Register map, names as in the netlist:
Other sequential cells in the stronger grey, the rest of the logic in the fainter grey.
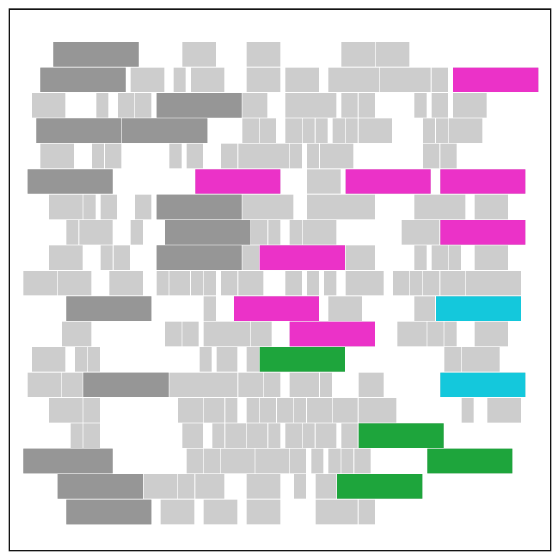
Cell outlines without signal wires:
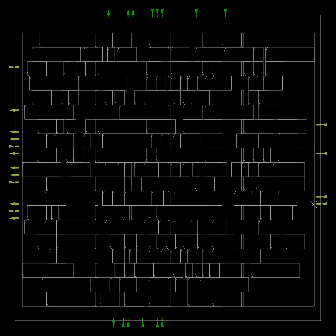
Wiring by layer:
Only two layers are drawn.
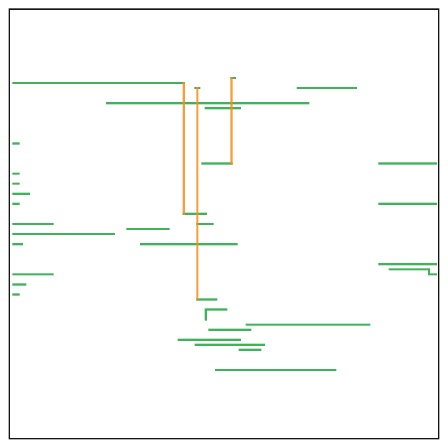
[config.mk]
export PLATFORM = sky130hd
export DESIGN_NAME = shifter_seq
export DESIGN_NICKNAME = d
export VERILOG_FILES = /design/src/rtl/shifter_pkg.sv /design/src/rtl/shifter_step.sv /design/src/rtl/shifter_seq.sv
export SDC_FILE = /design/constraint.sdc
export NUM_CORES = 1
export LEC_CHECK = 0
export CORE_UTILIZATION = 50
export DETAILED_ROUTE_END_ITERATION = 12
export HOLD_SLACK_MARGIN = 0.05
export MAX_ROUTING_LAYER = met4
export PLACE_DENSITY = 0.77
export SLEW_MARGIN = 20
export SYNTH_ARGS = -nofsm -noshare
export SYNTH_HDL_FRONTEND = slang
export SYNTH_SLANG_ARGS = --single-unit
[constraint.sdc]
create_clock -name i_clk -period 5.5 [get_ports i_clk]
set_input_delay 1.375 -clock i_clk [delete_from_list [all_inputs] [get_ports i_clk]]
set_output_delay 1.375 -clock i_clk [all_outputs]
set_load 0.01 [all_outputs]
[src/rtl/shifter_pkg.sv]
// Shared types for the sequential barrel-shift engine.
package shifter_pkg;

  typedef enum logic [1:0] {
    SH_SLL = 2'b00,
    SH_SRL = 2'b01,
    SH_SRA = 2'b10,
    SH_ROL = 2'b11
  } shift_mode_t;

  typedef enum logic [1:0] {
    ST_IDLE = 2'b00,
    ST_BUSY = 2'b01,
    ST_DONE = 2'b10
  } state_t;

endpackage

[src/rtl/shifter_step.sv]
// Combinational stage: shifts an N-bit word by 0..STEP single positions in the selected mode.
module shifter_step
  import shifter_pkg::*;
#(
  parameter int N    = 8,
  parameter int STEP = 1,
  parameter int AW   = $clog2(N) + 1
) (
  input  logic [N-1:0]  word,
  input  shift_mode_t   mode,
  input  logic [AW-1:0] amt,
  output logic [N-1:0]  result
);

  function automatic logic [N-1:0] shift1(input logic [N-1:0] w, input shift_mode_t m);
    case (m)
      SH_SLL:  return {w[N-2:0], 1'b0};
      SH_SRL:  return {1'b0, w[N-1:1]};
      SH_SRA:  return {w[N-1], w[N-1:1]};
      default: return {w[N-2:0], w[N-1]};
    endcase
  endfunction

  // NOTE: combinational logic uses blocking '=' and assigns every output first, so no latch is inferred.
  always_comb begin
    result = word;
    for (int i = 0; i < STEP; i++) begin
      if (i < int'(amt)) result = shift1(result, mode);
    end
  end

endmodule

[src/rtl/shifter_seq.sv]
// Multi-cycle barrel-shift engine: at most STEP positions per clock, valid/ready on both sides,
// illegal amounts reported on o_ERR with a zero result.
module shifter_seq
  import shifter_pkg::*;
#(
  parameter int N    = 8,
  parameter int STEP = 1,
  parameter int AW   = $clog2(N) + 1
) (
  input  logic          i_clk,
  input  logic          i_rst,
  input  logic          i_valid,
  output logic          o_ready,
  input  logic [N-1:0]  i_a,
  input  logic [AW-1:0] i_amt,
  input  shift_mode_t   i_mode,
  output logic          o_valid,
  input  logic          i_ready,
  output logic [N-1:0]  o_out,
  output logic          o_ERR,
  output logic          o_busy
);

  localparam logic [AW-1:0] STEP_W = AW'(STEP);
  localparam logic [AW-1:0] N_W    = AW'(N);

  state_t        state;
  shift_mode_t   mode_q;
  logic [N-1:0]  work;
  logic [N-1:0]  stepped;
  logic [AW-1:0] rem;
  logic [AW-1:0] s;
  logic [AW-1:0] rem_next;
  logic [AW-1:0] mag;
  logic          amt_err;

  // Magnitude is widened by one bit so the range check stays meaningful for any N.
  assign mag      = {1'b0, i_amt[AW-2:0]};
  assign amt_err  = i_amt[AW-1] || (mag >= N_W);
  assign s        = (rem > STEP_W) ? STEP_W : rem;
  assign rem_next = rem - s;

  shifter_step #(.N(N), .STEP(STEP), .AW(AW)) u_step (
    .word   (work),
    .mode   (mode_q),
    .amt    (s),
    .result (stepped)
  );

  // NOTE: sequential state uses non-blocking '<=' so every register samples pre-edge values.
  always_ff @(posedge i_clk or posedge i_rst) begin
    if (i_rst) begin
      state   <= ST_IDLE;
      mode_q  <= SH_SLL;
      work    <= '0;
      rem     <= '0;
      o_out   <= '0;
      o_ERR   <= 1'b0;
      o_valid <= 1'b0;
      o_busy  <= 1'b0;
      o_ready <= 1'b1;
    end else begin
      case (state)
        ST_IDLE: begin
          if (i_valid) begin
            work    <= i_a;
            mode_q  <= i_mode;
            rem     <= mag;
            o_ready <= 1'b0;
            if (amt_err) begin
              state   <= ST_DONE;
              o_out   <= '0;
              o_ERR   <= 1'b1;
              o_valid <= 1'b1;
            end else if (mag == '0) begin
              state   <= ST_DONE;
              o_out   <= i_a;
              o_ERR   <= 1'b0;
              o_valid <= 1'b1;
            end else begin
              state  <= ST_BUSY;
              o_busy <= 1'b1;
            end
          end
        end
        ST_BUSY: begin
          work <= stepped;
          rem  <= rem_next;
          if (rem_next == '0) begin
            state   <= ST_DONE;
            o_busy  <= 1'b0;
            o_out   <= stepped;
            o_ERR   <= 1'b0;
            o_valid <= 1'b1;
          end
        end
        ST_DONE: begin
          if (i_ready) begin
            state   <= ST_IDLE;
            o_valid <= 1'b0;
            o_ready <= 1'b1;
          end
        end
        default: state <= ST_IDLE;
      endcase
    end
  end

endmodule
==> flow_metrics.py <==
# Auto-generated metrics
metrics = {
    "outcome": {
        "status": "complete, but fails checks",
        "violations": "design-rule violations",
    },
    "global_routing": {
        "grt_overflow": 0,
        "first_global_vias": 1269,
        "grt_pass1_wl_mm": 5.65,
    },
    "place": {
        "portBuffers": 29,
        "dp_hpwl_mm": 2.50,
        "place.gp.congestion": 0.838,
    },
    "floorplanning": {
        "initCoreUtil_pct": 54.6,
        "chipArea_sq_um": 3340,
    },
    "clock_tree": {
        "clk_latency_ns": 0.34,
        "postCtsResizedCells": 0,
        "ctsHoldBuffers": 0,
        "cts_tree": "built",
        "path_clk_slew_ns": 0.16,
        "cts.sinks": 28,
    },
    "flow_run": {
        "maxCapViolations": 0,
    },
    "final_timing": {
        "setup_slack_ns": 2.60,
        "fin_crit_ns": 2.90,
        "setup_viol": 0,
    },
    "routing": {
        "drcViolationCount": 1,
        "vias_per_cell": 5.95,
        "drt_iter0_drc": 55,
    },
    "yosys": {
        "synthAoiAreaFrac_pct": 26.2,
        "synth_warnings": 0,
        "synth_seq_share_pct": 45.1,
        "syn_inst": 167,
        "ys_ff": 28,
        "synth_cell_types": 37,
        "ys_sh_mux_pct": 5.31,
    },
    "worst_setup_path": {
        "crit_fanout": 20,
        "critPathLaunchType": "input pin",
        "arrival_ns": 3.17,
        "max_stage_delay_ns": 0.63,
        "end_kind": "flop",
        "cpMaxStageDelayCell": "a211oi_4",
    },
    "finish": {
        "num-nets-final": 211,
        "nNonClkInverters": 7,
        "mi_logic_area_sq_um": 786,
        "nClkBuffers": 4,
        "num_antenna_cells": 0,
    },
    "hold_path": {
        "hold_depth": 2,
    },
    "power_and_ir_drop": {
        "clk-power_w": 0.000104,
        "power_frac_comb_pct": 52.0,
        "power.leakage_nw": 0.784,
        "power_density_nw_per_um2": 577,
        "p_seq_share_pct": 38.5,
    },
}
Notes on 'register map, names as in the netlist' above:
colour	name in the netlist	sequential cells
cyan	`mode_q`	2
magenta	`work`	8
green	`rem`	4
not coloured	14

Notes on 'cell outlines without signal wires' above:
Tap Count: 31
sequential share of cell area: 37.4%
Util after Layout: 65.9%
non-filler cells, final: 222

Notes on 'wiring by layer' above:
colour	layer	wire length
orange	M4	57.8 um
green	M3	218 um
Vias: 1,322
WL/cell: 15.4 um
gr usage total: 22.5%

[flip-flops by register name, summed over array words and instances, names as in the netlist]
register / flops
o_out: 8
work: 8
rem: 4
o_valid: 1
o_ERR: 1
mode_q: 2
state: 2
o_ready: 1
o_busy: 1
[worst max-delay path: cells and delay by family]
kind / cells / cell delay [ns]
and+or+nand+nor: 2 / 0.48
AOI/OAI and AO/OA: 3 / 0.89
buffers and inverters: 1 / 0.42
[routing by layer]
metal	global-route usage (%)	vias to the layer above	routed length [um]
met3	2.68	7	217
met4	7.14	0	57
met2	33.6	50	1530
met5	-	-	0
met1	32.3	619	1620
li1	-	646	-
[cell usage in the layout, fill, tap and decap left out, types with 2 or more instances in the layout]
cell and n:
a221oi_2 6, nor2b_1 2, nand2_1 16, clkbuf_4 3, a21oi_1 24, nand3_1 2, o21ai_0 8, a31oi_1 4
mux2i_1 6, dfrtp_1 27, nor2_1 23, inv_1 6, nand2b_1 3, o31ai_1 2, clkdlybuf4s50_1 29, nor3_1 2
mux2_2 2, o21ai_1 5, o21ai_2 2
[metrics by stage]
step                      utilization (%)  area, sq um  instances  power (W)  hold slack [ns]
after floorplan                         -         1560        167   0.000802            0.478
after global placement               64.3         1840        218   0.000958            0.512
after detailed placement             64.3         1840        218   0.000980            0.524
after CTS                            65.6         1870        222    0.00108            0.546
after global routing                 65.9         1880        222    0.00116            0.587
final                                65.9         1880        222    0.00108            0.542
[path summary, 6_finish.rpt]
path                          start       end  slack (ns)
setup / recovery           i_amt[2]     o_ERR        2.60
hold / removal              o_ready   o_ready        0.54
setup reg to reg             rem[1]     o_ERR        3.09
hold reg to reg             o_ready   o_ready        0.54
max in group asynchronous     i_rst   o_ready        3.72
min in group asynchronous     i_rst  o_out[0]        1.40
Power figures rest on the tool's default switching activity, not on a simulated workload.
